### Gate families picked out

The bar under the picture is 50 um long.
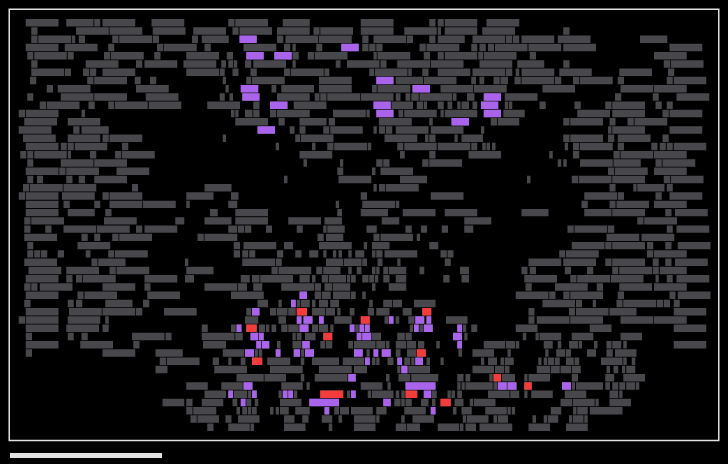
### Wiring by layer

Two of the layers only.
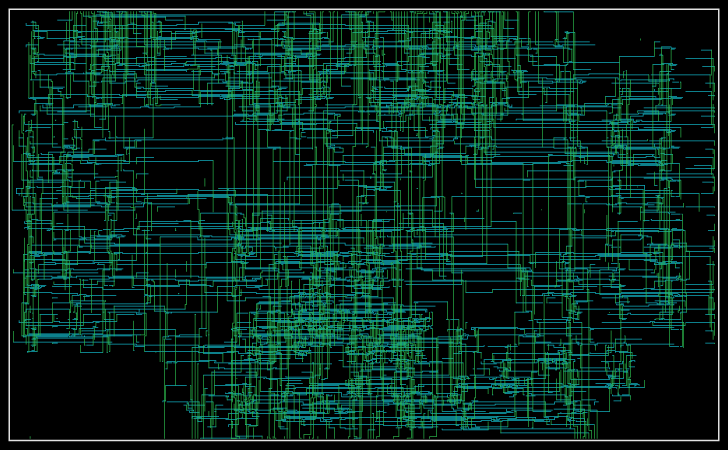
File: src/rtl/lcd_bus_responder_if.sv
// Parallel HD44780-style bus between an LCD controller (master) and the bus responder (slave).
// The strobe side carries DB/RS/E/RW. The status side carries decoded display state and event pulses.
interface lcd_bus_responder_if;
    logic [7:0]   DB;
    logic         RS;
    logic         E;
    logic         RW;
    logic [127:0] line_a;
    logic [127:0] line_b;
    logic         disp_on;
    logic [6:0]   ddram_addr;
    logic         busy;
    logic         wr_strobe;
    logic         cmd_err;
    logic         timing_err;

    modport master (
        output DB, RS, E, RW,
        input  line_a, line_b, disp_on, ddram_addr, busy, wr_strobe, cmd_err, timing_err
    );

    modport slave (
        input  DB, RS, E, RW,
        output line_a, line_b, disp_on, ddram_addr, busy, wr_strobe, cmd_err, timing_err
    );
endinterface

File: src/rtl/lcd_bus_responder.sv
// Device-side model of a KS0066/HD44780 8-bit bus: captures E strobes, decodes writes into a
// 2x40 DDRAM and exposes the 16 visible columns of both lines.
module lcd_bus_responder #(
    parameter int INS_BUSY   = 10,
    parameter int DATA_BUSY  = 10,
    parameter int CLEAR_BUSY = 160,
    parameter int E_MIN_HIGH = 2
) (
    input  logic               mclk,
    input  logic               rst,
    lcd_bus_responder_if.slave bus
);
    localparam logic [1:0]  ST_IDLE   = 2'd0;
    localparam logic [1:0]  ST_HIGH   = 2'd1;
    localparam logic [1:0]  ST_COMMIT = 2'd2;
    localparam logic [15:0] INS_CYC   = 16'(INS_BUSY);
    localparam logic [15:0] DATA_CYC  = 16'(DATA_BUSY);
    localparam logic [15:0] CLEAR_CYC = 16'(CLEAR_BUSY);
    localparam logic [7:0]  MIN_HIGH  = 8'(E_MIN_HIGH);

    logic [1:0]   state_q, state_d;
    logic [7:0]   highCnt_q, highCnt_d;
    logic [7:0]   capDb_q, capDb_d;
    logic         capRs_q, capRs_d;
    logic         capRw_q, capRw_d;
    logic         riseBusy_q, riseBusy_d;
    logic [15:0]  busyCnt_q, busyCnt_d;
    logic [6:0]   addr_q, addr_d;
    logic         incMode_q, incMode_d;
    logic         dispOn_q, dispOn_d;
    logic         cgram_q, cgram_d;
    logic         wrStrobe_q, wrStrobe_d;
    logic         cmdErr_q, cmdErr_d;
    logic         timingErr_q, timingErr_d;
    logic         memWe, memClear;
    logic [7:0]   ddram_q [0:79];
    logic [127:0] lineA, lineB;

    // The two 40-byte lines form one 80-cell ring for cursor stepping.
    function automatic logic [6:0] stepAddr(input logic [6:0] a, input logic up);
        if (up) begin
            if (a == 7'h27) return 7'h40;
            if (a == 7'h67) return 7'h00;
            return a + 7'd1;
        end
        if (a == 7'h00) return 7'h67;
        if (a == 7'h40) return 7'h27;
        return a - 7'd1;
    endfunction

    function automatic logic [6:0] ramIndex(input logic [6:0] a);
        return a[6] ? (a - 7'd24) : a;
    endfunction

    always_comb begin
        state_d     = state_q;
        highCnt_d   = highCnt_q;
        capDb_d     = capDb_q;
        capRs_d     = capRs_q;
        capRw_d     = capRw_q;
        riseBusy_d  = riseBusy_q;
        busyCnt_d   = (busyCnt_q != 16'd0) ? busyCnt_q - 16'd1 : 16'd0;
        addr_d      = addr_q;
        incMode_d   = incMode_q;
        dispOn_d    = dispOn_q;
        cgram_d     = cgram_q;
        wrStrobe_d  = 1'b0;
        cmdErr_d    = 1'b0;
        timingErr_d = 1'b0;
        memWe       = 1'b0;
        memClear    = 1'b0;

        if (bus.E) begin
            capDb_d = bus.DB;
            capRs_d = bus.RS;
            capRw_d = bus.RW;
        end

        case (state_q)
            ST_IDLE: begin
                if (bus.E) begin
                    state_d    = ST_HIGH;
                    highCnt_d  = 8'd1;
                    riseBusy_d = (busyCnt_q != 16'd0);
                end
            end
            ST_HIGH: begin
                if (bus.E) begin
                    if (highCnt_q < MIN_HIGH) highCnt_d = highCnt_q + 8'd1;
                end else begin
                    state_d = ST_COMMIT;
                end
            end
            ST_COMMIT: begin
                state_d = ST_IDLE;
                if (riseBusy_q || (highCnt_q < MIN_HIGH)) begin
                    timingErr_d = 1'b1;
                end else if (capRw_q) begin
                    cmdErr_d = 1'b1;
                end else if (capRs_q) begin
                    wrStrobe_d = 1'b1;
                    busyCnt_d  = DATA_CYC;
                    if (!cgram_q) begin
                        memWe  = 1'b1;
                        addr_d = stepAddr(addr_q, incMode_q);
                    end
                end else begin
                    // Instruction decode: the highest set bit selects the command.
                    busyCnt_d = INS_CYC;
                    if (capDb_q[7]) begin
                        cgram_d = 1'b0;
                        if ((capDb_q[6:0] <= 7'h27) ||
                            ((capDb_q[6:0] >= 7'h40) && (capDb_q[6:0] <= 7'h67)))
                            addr_d = capDb_q[6:0];
                        else
                            cmdErr_d = 1'b1;
                    end else if (capDb_q[6]) begin
                        cgram_d = 1'b1;
                    end else if (capDb_q[5]) begin
                        if (!capDb_q[4]) cmdErr_d = 1'b1;
                    end else if (capDb_q[4]) begin
                        if (!capDb_q[3]) addr_d = stepAddr(addr_q, capDb_q[2]);
                    end else if (capDb_q[3]) begin
                        dispOn_d = capDb_q[2];
                    end else if (capDb_q[2]) begin
                        incMode_d = capDb_q[1];
                    end else if (capDb_q[1]) begin
                        addr_d    = 7'h00;
                        busyCnt_d = CLEAR_CYC;
                    end else if (capDb_q[0]) begin
                        memClear  = 1'b1;
                        addr_d    = 7'h00;
                        incMode_d = 1'b1;
                        busyCnt_d = CLEAR_CYC;
                    end
                end
            end
            default: state_d = ST_IDLE;
        endcase
    end

    always_ff @(posedge mclk) begin
        if (rst) begin
            state_q     <= ST_IDLE;
            highCnt_q   <= 8'd0;
            capDb_q     <= 8'd0;
            capRs_q     <= 1'b0;
            capRw_q     <= 1'b0;
            riseBusy_q  <= 1'b0;
            busyCnt_q   <= 16'd0;
            addr_q      <= 7'h00;
            incMode_q   <= 1'b1;
            dispOn_q    <= 1'b0;
            cgram_q     <= 1'b0;
            wrStrobe_q  <= 1'b0;
            cmdErr_q    <= 1'b0;
            timingErr_q <= 1'b0;
            for (int i = 0; i < 80; i++) ddram_q[i] <= 8'h20;
        end else begin
            state_q     <= state_d;
            highCnt_q   <= highCnt_d;
            capDb_q     <= capDb_d;
            capRs_q     <= capRs_d;
            capRw_q     <= capRw_d;
            riseBusy_q  <= riseBusy_d;
            busyCnt_q   <= busyCnt_d;
            addr_q      <= addr_d;
            incMode_q   <= incMode_d;
            dispOn_q    <= dispOn_d;
            cgram_q     <= cgram_d;
            wrStrobe_q  <= wrStrobe_d;
            cmdErr_q    <= cmdErr_d;
            timingErr_q <= timingErr_d;
            if (memClear) begin
                for (int i = 0; i < 80; i++) ddram_q[i] <= 8'h20;
            end else if (memWe) begin
                ddram_q[ramIndex(addr_q)] <= capDb_q;
            end
        end
    end

    always_comb begin
        for (int i = 0; i < 16; i++) begin
            lineA[8*i +: 8] = ddram_q[i];
            lineB[8*i +: 8] = ddram_q[40 + i];
        end
    end

    assign bus.line_a     = lineA;
    assign bus.line_b     = lineB;
    assign bus.disp_on    = dispOn_q;
    assign bus.ddram_addr = addr_q;
    assign bus.busy       = (busyCnt_q != 16'd0);
    assign bus.wr_strobe  = wrStrobe_q;
    assign bus.cmd_err    = cmdErr_q;
    assign bus.timing_err = timingErr_q;
endmodule

File: src/flat_wrapper.sv
// flat-port wrapper written by rule: the top's interface ports become plain ports
module lcd_bus_responder_flat 
#(
    parameter int INS_BUSY   = 10,
    parameter int DATA_BUSY  = 10,
    parameter int CLEAR_BUSY = 160,
    parameter int E_MIN_HIGH = 2
)
  (mclk, rst, bus_DB, bus_RS, bus_E, bus_RW, bus_line_a, bus_line_b, bus_disp_on, bus_ddram_addr, bus_busy, bus_wr_strobe, bus_cmd_err, bus_timing_err);
  lcd_bus_responder_if bus_i ();
  input  logic mclk;
  input  logic rst;
  input wire logic [$bits(bus_i.DB)-1:0] bus_DB;
  input wire logic [$bits(bus_i.RS)-1:0] bus_RS;
  input wire logic [$bits(bus_i.E)-1:0] bus_E;
  input wire logic [$bits(bus_i.RW)-1:0] bus_RW;
  output wire logic [$bits(bus_i.line_a)-1:0] bus_line_a;
  output wire logic [$bits(bus_i.line_b)-1:0] bus_line_b;
  output wire logic [$bits(bus_i.disp_on)-1:0] bus_disp_on;
  output wire logic [$bits(bus_i.ddram_addr)-1:0] bus_ddram_addr;
  output wire logic [$bits(bus_i.busy)-1:0] bus_busy;
  output wire logic [$bits(bus_i.wr_strobe)-1:0] bus_wr_strobe;
  output wire logic [$bits(bus_i.cmd_err)-1:0] bus_cmd_err;
  output wire logic [$bits(bus_i.timing_err)-1:0] bus_timing_err;
  assign bus_i.DB = bus_DB;
  assign bus_i.RS = bus_RS;
  assign bus_i.E = bus_E;
  assign bus_i.RW = bus_RW;
  assign bus_line_a = bus_i.line_a;
  assign bus_line_b = bus_i.line_b;
  assign bus_disp_on = bus_i.disp_on;
  assign bus_ddram_addr = bus_i.ddram_addr;
  assign bus_busy = bus_i.busy;
  assign bus_wr_strobe = bus_i.wr_strobe;
  assign bus_cmd_err = bus_i.cmd_err;
  assign bus_timing_err = bus_i.timing_err;
  lcd_bus_responder #(.INS_BUSY(INS_BUSY), .DATA_BUSY(DATA_BUSY), .CLEAR_BUSY(CLEAR_BUSY), .E_MIN_HIGH(E_MIN_HIGH)) u_core (.mclk(mclk), .rst(rst), .bus(bus_i));
endmodule
File: config.mk
export PLATFORM = sky130hd
export DESIGN_NAME = lcd_bus_responder_flat
export DESIGN_NICKNAME = d
export VERILOG_FILES = /design/src/rtl/lcd_bus_responder_if.sv /design/src/rtl/lcd_bus_responder.sv /design/src/flat_wrapper.sv
export SDC_FILE = /design/constraint.sdc
export NUM_CORES = 1
export LEC_CHECK = 0
export ABC_AREA = 0
export CORE_ASPECT_RATIO = 0.6
export CORE_MARGIN = 2
export CORE_UTILIZATION = 40
export DETAILED_ROUTE_END_ITERATION = 7
export DONT_BUFFER_PORTS = 1
export GPL_TIMING_DRIVEN = 0
export PLACE_DENSITY = 0.6
export SLEW_MARGIN = 20
export SYNTH_ARGS = -nofsm -noshare
export SYNTH_HDL_FRONTEND = slang
export SYNTH_SLANG_ARGS = --single-unit
File: constraint.sdc
create_clock -name mclk -period 3.45 [get_ports mclk]
set_clock_uncertainty 0.2 [all_clocks]
set_input_delay 0.69 -clock mclk [delete_from_list [all_inputs] [get_ports mclk]]
set_output_delay 0.69 -clock mclk [all_outputs]
set_load 0.02 [all_outputs]
==> flow_metrics.py <==
# Physical implementation metrics
metrics = {
    "global_routing": {
        "overflow": 0,
        "grt_pass1_vias": 7416,
        "antenna_found_initial": 3,
        "grt_pass1_wl_mm": 54.1,
        "grt_max_degree": 15,
    },
    "timing": {
        "setup_slack_ns": 0.0934,
        "tns_ns": 0,
        "finalCriticalPeriod_ns": 3.36,
        "max_freq_mhz": 298,
        "slew_violations": 0,
        "period_used_pct": 97.3,
        "rsz0062_at_grt": "yes",
        "setup_violations": 0,
    },
    "clock_tree": {
        "htree_levels": 1,
        "cts_root_buf": "clkbuf_16",
        "clock-sinks": 306,
        "clock_latency_ns": 0.58,
        "cts_buffer_depth": 3,
        "postCtsHoldBufs": 0,
        "tritoncts": "yes",
    },
    "critical_path": {
        "crit_end": "u_core.ddram_q[49][4]",
        "worstSetupPathType": "flop to flop",
        "rrSetupSlack_ns": 0.09,
        "end_kind": "flop",
        "cp.required_ns": 3.46,
        "worstSetupStartpoint": "u_core.bus.ddram_addr[3]",
        "r2r_end": "u_core.ddram_q[49][4]",
        "crit_fanout": 10,
        "r2r.worst_path.cells": 8,
        "arrival_ns": 3.37,
    },
    "power": {
        "p_leak_nw": 5.08,
        "ir_drop_mv": 0.437,
        "finalPower_mw": 8.54,
        "power_density_nw_per_um2": 580,
    },
    "detailed_routing": {
        "drt_iter0_markers": 716,
        "wl_per_cell_um": 26.4,
        "route.detailed.drc": 0,
        "ant_nets": 0,
        "met2_length_mm": 15.6,
        "viasPerCell": 5.49,
        "top_layer_used": "met4",
        "first_pass_iters": 5,
    },
    "yosys": {
        "ys_warn_count": 0,
        "numSynthFlops": 306,
        "synth_cell_types": 58,
        "syn_area_um2": 12600,
        "synth.yosys.chip_area_um2": 12600,
        "postSynth.asyncResetShare_pct": 0,
        "ys_seq_share_pct": 68.9,
        "syn-num-nets": 983,
        "syn_inst": 964,
        "ff_type": "edfxtp_1",
        "synth.avg_cell_area_um2": 13.1,
        "ys_cells": 964,
        "edf_count": 256,
    },
    "placed_design": {
        "placed_area_um2": 13100,
        "place_congestion": 0.985,
        "dp_hpwl_mm": 27.1,
        "dp_slack_ns": -0.945,
        "numPortBuffers": 0,
    },
    "die": {
        "fp.coreArea_um2": 31100,
        "io-pin-count": 281,
        "die_x_um": 233,
        "chipArea_um2": 33000,
    },
    "cells_and_area": {
        "fin_util_pct": 47.3,
        "layout.cells.most_common": "edfxtp_1",
        "nNetsFinal": 1028,
        "synthToLayoutAreaGrowth_pct": 16.7,
        "mostFrequentLayoutCells": "edfxtp_1 (256), and2_1 (199), clkbuf_1 (60)",
        "drive_above_1_share_pct": 13.2,
    },
    "outcome": {
        "status": "finished clean",
    },
    "flow_run": {
        "warnings": 31,
        "cap_violations": 0,
    },
    "worst_hold_path": {
        "min_path_cells": 2,
        "hp-start": "bus_DB[1]",
        "min_path_type": "primary input to flop",
        "min_to": "u_core.capDb_q[1]",
    },
}
-- 'Gate families picked out' (at the start) --
legend:
  red:
    family: non-inverting ao/oa cells
    cells: 12
    where: bottom centre
  purple:
    family: aoi and oai cells
    cells: 70

-- 'Wiring by layer' (at the start) --
legend:
  green:
    layer: metal 2
    wire_length: 15600 um
  cyan:
    layer: metal 1
    wire_length: 17800 um
routed vias: 7973
final WL: 38.3 mm
Tot GR Track Use: 22.8%

## critical path: stages, from the launching register on
cell and delay, ns:
dfxtp_2 0.46, clkbuf_4 0.25, inv_1 0.10, ha_1 0.30
mux2i_1 0.08, or2_2 0.30, clkbuf_1 0.30, nor3_2 0.55
nand2b_1 0.44
## cell usage after synthesis (2+ instances only)
library cell  number  area (um2)
inv_1             10        37.5
buf_2              2        10.0
and3_1             2        12.5
nand3_1            9        45.0
xor2_1             9        78.8
a2111oi_4          2        55.1
o41ai_1            2        17.5
edfxtp_1         256        7690
nor3_1            47         235
nand4_1            3        18.8
nor3b_1            2        15.0
nand2_1           23        86.3
nand2b_1          36         225
a211oi_1           4        30.0
o21a_1             2        15.0
nand4b_1           3        26.3
or2_2              3        18.8
a311oi_1           3        26.3
nor2_1            61         229
o211ai_1           3        22.5
and2_1           199        1240
xnor2_1           16         140
mux2i_1           16         160
a2bb2oi_1          2        17.5
clkbuf_1          68         255
a21oi_1           17        85.1
nor4b_1            4        35.0
a221oi_1           3        26.3
a31oi_1            2        12.5
o21ai_0           27         135
ha_1               6        75.1
a211o_1            2        17.5
nor4_2             2        25.0
or3_1             22         138
a22o_1             2        17.5
nor2b_1            3        18.8
dfxtp_1           50        1000
nor4_1            19         119
buf_1              3        11.3
## area by class of cell
class / count / area (um2) / share of cell area (%)
diodes: 2 / 5.00 / 0.0340
plain buffers: 74 / 310 / 2.11
clock buffers: 36 / 795 / 5.40
clock inverters: 20 / 203 / 1.38
inverters: 11 / 41.3 / 0.281
multi-input cells: 573 / 4000 / 27.2
flip-flops and latches: 306 / 8690 / 59.1
well taps: 416 / 520 / 3.54
repair buffers: 13 / 148 / 1.00
## kinds of logic after synthesis
kind of cell / Yosys count / share of synthesized area (%)
AND/OR/NAND/NOR: 444 / 20.2
flip-flops: 306 / 68.9
buffers and inverters: 85 / 2.61
AND-OR/OR-AND: 82 / 4.69
XOR/XNOR: 25 / 1.74
multiplexers: 16 / 1.27
adder cells (fa/ha/maj): 6 / 0.595
## repair_timing
item | 4_1_cts | 5_1_grt
pin swaps | 3 | 7
setup buffers | 5 | 7
resized | 55 | 60
setup endpoints to repair | 381 | 315
## state kept, by name, summed over array words and instances, names as in the netlist
name	count
u_core.bus.cmd_err	1
u_core.bus.ddram_addr	7
u_core.bus.disp_on	1
u_core.bus.timing_err	1
u_core.bus.wr_strobe	1
u_core.busyCnt_q	16
u_core.capDb_q	8
u_core.capRs_q	1
u_core.capRw_q	1
u_core.cgram_q	1
u_core.ddram_q	256
u_core.highCnt_q	8
u_core.incMode_q	1
u_core.riseBusy_q	1
u_core.state_q	2
## where the power goes
part / total, mW / switching (mW) / internal (mW) / leakage, nW
sequential: 4.41 / 0.246 / 4.16 / 2.94
combinational: 0.727 / 0.444 / 0.282 / 1.66
clock: 3.40 / 1.46 / 1.94 / 0.483
total: 8.54 / 2.15 / 6.39 / 5.08
## layer usage
layer	vias to the layer above	track usage, %
li1	3535	-
met1	3982	34.2
met2	385	30.8
met3	71	7.96
met4	0	6.97
met5	-	0
No activity file was given, so power comes from the tool's default toggle rates.
